===== src/rtl/ifetch_ctrl.sv =====
// ifetch_ctrl: fetch-stage sequencer driving the PC register and the imem req/gnt/rvalid port
// Optional build macro: IFETCH_ALIGN_CHK_EN (adds misalign_o, suppresses misaligned non-trap targets)
// Ports:
//   clk, rst                          clock, asynchronous active-high reset
//   pc_addr_i                         current PC from the PC register
//   trap_*/br_*/jmp_*                 redirect sources, priority trap > branch > jump
//   imem_req_o/addr_o/gnt_i/rvalid_i/rdata_i   instruction memory port, one request in flight
//   inst_o, inst_valid_o, id_ready_i  instruction handoff to ID
//   jump_en_o, jump_addr_o, pipeline_stall_o   PC register control
//   flush_o                           kill younger instructions in IF/ID
//   misalign_o                        misaligned redirect target dropped (IFETCH_ALIGN_CHK_EN only)
module ifetch_ctrl #(
    parameter int ADDR_W = 32,
    parameter int INST_W = 32
) (
    input  logic              clk,
    input  logic              rst,
    input  logic [ADDR_W-1:0] pc_addr_i,
    input  logic              trap_en_i,
    input  logic [ADDR_W-1:0] trap_addr_i,
    input  logic              br_en_i,
    input  logic [ADDR_W-1:0] br_addr_i,
    input  logic              jmp_en_i,
    input  logic [ADDR_W-1:0] jmp_addr_i,
    output logic              imem_req_o,
    output logic [ADDR_W-1:0] imem_addr_o,
    input  logic              imem_gnt_i,
    input  logic              imem_rvalid_i,
    input  logic [INST_W-1:0] imem_rdata_i,
    output logic [INST_W-1:0] inst_o,
    output logic              inst_valid_o,
    input  logic              id_ready_i,
    output logic              jump_en_o,
    output logic [ADDR_W-1:0] jump_addr_o,
    output logic              pipeline_stall_o,
    output logic              flush_o
`ifdef IFETCH_ALIGN_CHK_EN
    ,
    output logic              misalign_o
`endif
);
    localparam logic [1:0] BOOT  = 2'd0;
    localparam logic [1:0] FETCH = 2'd1;
    localparam logic [1:0] WAIT  = 2'd2;
    localparam logic [1:0] HOLD  = 2'd3;

    logic [1:0]        state, state_nx;
    logic              pend_vld, pend_vld_nx;
    logic [ADDR_W-1:0] pend_addr;
    logic [1:0]        pend_prio;
    logic [INST_W-1:0] inst_buf;
    logic              any_req, red, bad, take_new, latch, redir_rv, wait_s;
    logic [ADDR_W-1:0] new_addr;
    logic [1:0]        new_prio;

    always_comb begin
        any_req  = trap_en_i | br_en_i | jmp_en_i;
        new_addr = trap_en_i ? trap_addr_i : br_en_i ? br_addr_i : jmp_addr_i;
        new_prio = trap_en_i ? 2'd3 : br_en_i ? 2'd2 : 2'd1;
`ifdef IFETCH_ALIGN_CHK_EN
        // trap targets always go through; other misaligned winners are ignored entirely
        bad      = any_req & ~trap_en_i & (new_addr[1:0] != 2'b00);
`else
        bad      = 1'b0;
`endif
        red      = any_req & ~bad;
        wait_s   = state == WAIT;
        // equal or higher priority replaces the pending redirect, lower is dropped
        take_new = red & (~pend_vld | (new_prio >= pend_prio));
        latch    = wait_s & ~imem_rvalid_i & take_new;
        redir_rv = wait_s & imem_rvalid_i & (pend_vld | red);
        jump_en_o        = (red & ~wait_s) | redir_rv;
        jump_addr_o      = take_new ? new_addr : pend_addr;
        flush_o          = jump_en_o | latch;
        imem_req_o       = (state == FETCH) & ~red;
        imem_addr_o      = pc_addr_i;
        inst_valid_o     = (wait_s & imem_rvalid_i & ~pend_vld & ~red) | ((state == HOLD) & ~red);
        inst_o           = (state == HOLD) ? inst_buf : imem_rdata_i;
        pipeline_stall_o = ~(inst_valid_o & id_ready_i);
        pend_vld_nx      = redir_rv ? 1'b0 : latch ? 1'b1 : pend_vld;
        state_nx = jump_en_o        ? FETCH :
                   state == BOOT    ? FETCH :
                   state == FETCH   ? (imem_gnt_i ? WAIT : FETCH) :
                   wait_s           ? (imem_rvalid_i ? (id_ready_i ? FETCH : HOLD) : WAIT) :
                                      (id_ready_i ? FETCH : HOLD);
    end

    always_ff @(posedge clk or posedge rst) begin
        if (rst) begin
            state     <= BOOT;
            pend_vld  <= 1'b0;
            pend_addr <= '0;
            pend_prio <= 2'd0;
            inst_buf  <= '0;
        end else begin
            state    <= state_nx;
            pend_vld <= pend_vld_nx;
            if (latch) begin
                pend_addr <= new_addr;
                pend_prio <= new_prio;
            end
            if (wait_s & imem_rvalid_i)
                inst_buf <= imem_rdata_i;
        end
    end

`ifdef IFETCH_ALIGN_CHK_EN
    always_ff @(posedge clk or posedge rst) begin
        if (rst)
            misalign_o <= 1'b0;
        else
            misalign_o <= bad;
    end
`endif
endmodule


===== config.mk =====
export PLATFORM = sky130hd
export DESIGN_NAME = ifetch_ctrl
export DESIGN_NICKNAME = d
export VERILOG_FILES = /design/src/rtl/ifetch_ctrl.sv
export SDC_FILE = /design/constraint.sdc
export NUM_CORES = 1
export LEC_CHECK = 0
export CORE_MARGIN = 4
export CORE_UTILIZATION = 25
export DETAILED_ROUTE_END_ITERATION = 12
export PLACE_DENSITY = 0.61
export SYNTH_ARGS = -nofsm -noshare
export SYNTH_HDL_FRONTEND = slang
export SYNTH_SLANG_ARGS = --single-unit

===== constraint.sdc =====
create_clock -name clk -period 7 [get_ports clk]
set_input_delay 1.4 -clock clk [delete_from_list [all_inputs] [get_ports clk]]
set_output_delay 1.4 -clock clk [all_outputs]
set_load 0.01 [all_outputs]

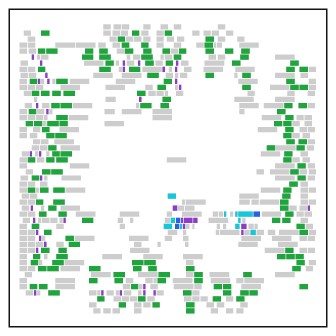
Figure 1: logic cells by family.
NAND gates: drawn in purple, cells 40. multiplexers: drawn in green, cells 160, where spread over the die. NOR gates: drawn in cyan, cells 10. AND and OR gates: drawn in blue, cells 3.
dominant logic cell type in the layout: clkdlybuf4s50_1
combinational share of cell area: 35.44%

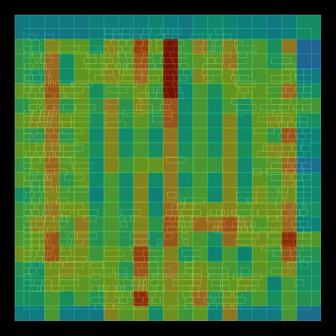
Figure 2: congestion heat map.
met1 Use GR: 13.40%
WL/cell: 15.56 µm
Global Route Usage Sum: 11.81%
met2 Use GR: 20.40%
met3 GRT Util: 3.427%

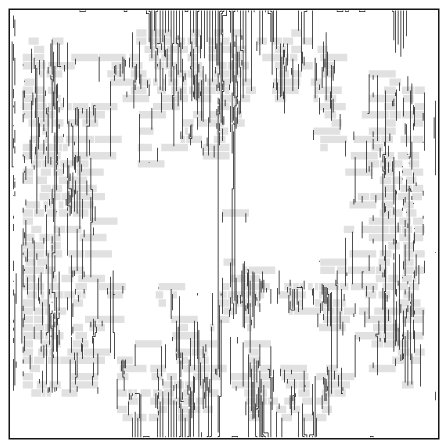
Figure 3: the metal 2 layer.
The layer carries 5,970 µm of wire. 608 nets have wire on it.
DR vias: 3,422
total routed wirelength: 12,170 µm

==> out/qor.csv <==
stage,metric,value,unit
synthesis,synth_cells,389,
synthesis,top_cells_by_count,"mux2_2, dfrtp_1, nand2_1, o21ai_0",
routing,top_layer,met5,
sta,fin_ws,1.509,ns
placement,hpwl,9196,µm
power,p_seq_share,38.1,%
min_path,hold_depth,1,
sta,skew,0.004732,ns
clock_network,clkTransAtPathRegs,0.05,ns
synthesis,topCellsByArea,"dfrtp_1, mux2_2, mux2_4, mux2i_1, buf_4",
critical_path,critPathMaxStageDelay,0.79,ns
grt,grt_pass1_vias,3851,
clock_network,cts_max_level,3,
cells_and_area,nonClkBufAreaFrac,30.62,%
sta,maxSlewHeadroom,33.98,%
critical_path,reg2reg_slack,4.90,ns
flow_run,warning_count,26,
cells_and_area,final_cell_area,6783,µm²
sta,tightest_slew,0.9880,ns
critical_path,cp-start-kind,input port,
cells_and_area,mostFrequentLayoutCells,"clkdlybuf4s50_1, mux2_2, dfrtp_1",
synthesis,top_cell_area_share,38.30,%
cells_and_area,nMultiInputCombCells,261,
power,finalPower,1.115,mW
power,power.leakage,2.975,nW
cells_and_area,antenna_cells,0,
routing,drtIter0Drc,99,
sta,rsz0062_at_grt,false,
power,power_leader,registers,
cells_and_area,reg_top3,"inst_buf x32, pend_addr x32",
sta,fin_tns_setup,0,ns
power,p_clk,424,µW
grt,antenna_found_initial,1,
floorplan,chipArea,20250,µm²
grt,grt_max_degree,70,
power,internal-power,852.4,µW
critical_path,critPathKind,input port to output pin,
min_path,min_to,inst_buf[9]$_DFFE_PP0P_,
sta,setup_viol,0,
critical_path,path_depth,8,
cells_and_area,stdcell_count,782,
cells_and_area,drive_gt1_share,26.03,%
synthesis,netlist_area,4508,µm²
clock_network,insertion_delay,0.32,ns
floorplan,fp.dieH,142.3,µm
critical_path,rr_startpoint,pend_prio[0]$_DFFE_PP0P_,
critical_path,crit_required,5.60,ns
cells_and_area,finalNetCount,723,
synthesis,simple_gate_share,5.690,%
critical_path,crit_end,jump_addr_o[24],
power,power_switching,262.7,µW
critical_path,r2r-end,pend_addr[19]$_DFFE_PP0P_,
synthesis,syn_avg_cell_area,11.59,µm²
critical_path,path_buffers,2,
clock_network,clock-sinks,69,
critical_path,path_max_fanout,32,
cells_and_area,n_all_inverters,2,
synthesis,mux_share,41.58,%
critical_path,arrival,4.09,ns
routing,antenna_left,0,
routing,drc,0,
synthesis,ys_seq_share,38.30,%
flow_run,maxCapViolCount,0,
power,powerDensity,164.4,nW/µm²
cells_and_area,n_fill_cell,1668,
cells_and_area,clk_share,4.224,%
clock_network,cts_hold_buf,0,
grt,grt-ovfl-total,0,
synthesis,fp_nets,559,
floorplan,tap-cell-count,225,
synthesis,yosysMostFrequentCell,mux2_2,
sta,timing.final.hold_violations,0,
sta,slew_viol_final,0,
routing,dr_wl_met2,5974,µm
floorplan,core-area,17480,µm²
placement,place_area,6496,µm²
cells_and_area,flops,69,
power,power_frac_clock,38.0,%
routing,viasPerCell,4.376,
synthesis,ff_type,dfrtp_1,
cells_and_area,final_util,38.81,%
clock_network,ctsResizeCount,0,
grt,grt_pass1_wl,19200,µm
cells_and_area,area_growth,50.46,%
placement,portBuffers,204,
critical_path,slowest_stage,nor2_4,
min_path,holdCritPathClass,flip-flop to flip-flop,
cells_and_area,num-clock-buffers,12,
routing,drtPass1Iterations,6,
placement,pre_cts_ws,1.451,ns
synthesis,synth_top_cell_by_area,dfrtp_1,
placement,dp_cells,767,
clock_network,cts_tree,yes,
cells_and_area,dominant_cells,logic gates,
power,p_comb_share,23.9,%
clock_network,cts_setup_buffers,0,
critical_path,path_cells,buf_2 -> nor2b_1 -> ha_1 -> nand2b_1 -> a21oi_2 -> nor2_4 -> mux2_2 -> clkdlybuf4s50_1,
cells_and_area,buffers,210,
min_path,min_from,inst_buf[9]$_DFFE_PP0P_,
power,ir_worst_vdd,107.2,µV
synthesis,ys_cells,389,
power,p_comb,266,µW
synthesis,fa_ha_area_share,0.5551,%
clock_network,numCtsBuffers,9,
synthesis,ys_area,4508,µm²
grt,top_usage_layer,met2,
synthesis,xor_area_share,0,%
placement,gp_congestion,0.8190,
synthesis,synthArstFlopShare,100.0,%
critical_path,reg2regPathDepth,6,
floorplan,die_w,142.3,µm
routing,met3WireLength,1040,µm
sta,maxClockFrequency,182.1,MHz
power,switching_share,23.56,%
synthesis,ys_ff,69,
sta,hold_ws,0.4992,ns
synthesis,yosys_warnings,0,
cells_and_area,logic_area,2404,µm²
synthesis,synthTopLogicFamily,multiplexers,
critical_path,cpLargestDelayFamily,simple AND/OR/NAND/NOR gates,
sta,fin_crit,5.491,ns
power,p_seq,425,µW
floorplan,initCoreUtil,25.79,%
critical_path,crit_start,trap_en_i,
floorplan,io_pins,269,
floorplan,row_count,48,
routing,met1_length,4777,µm
synthesis,edf_count,0,
synthesis,aoi_share,5.329,%
outcome,status,"complete, no violations",
clock_network,clk_path_buf_depth,2,
synthesis,ys_types,31,
critical_path,crit_path_end_kind,output pin,
clock_network,cts_root_buf,clkbuf_16,
sta,finalClockPeriodUsage,78.44,%
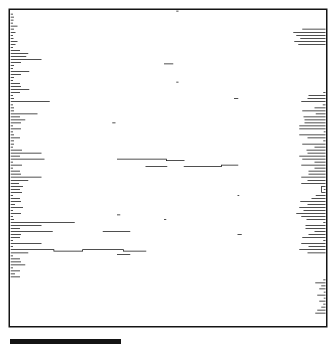
Figure 4: the metal 3 layer.
The bar under the picture is 50 µm long.
The layer carries 1,040 µm of wire. The layer holds 8.6% of the routed length. The wires run mostly horizontal.

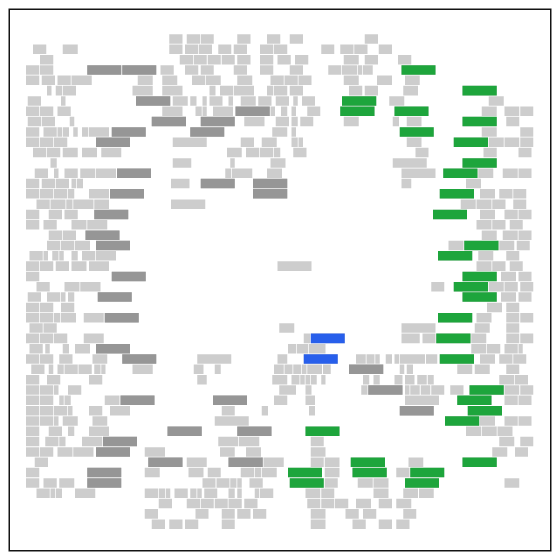
Figure 5: sequential cells colored by netlist name.
pend_prio: drawn in blue, placed flops 2. inst_buf: drawn in green, placed flops 32, where a vertical strip on the right.
FF+latch area: 1727 µm²
sequential cell area share: 25.46%

Power is estimated from default activity; no workload was simulated.
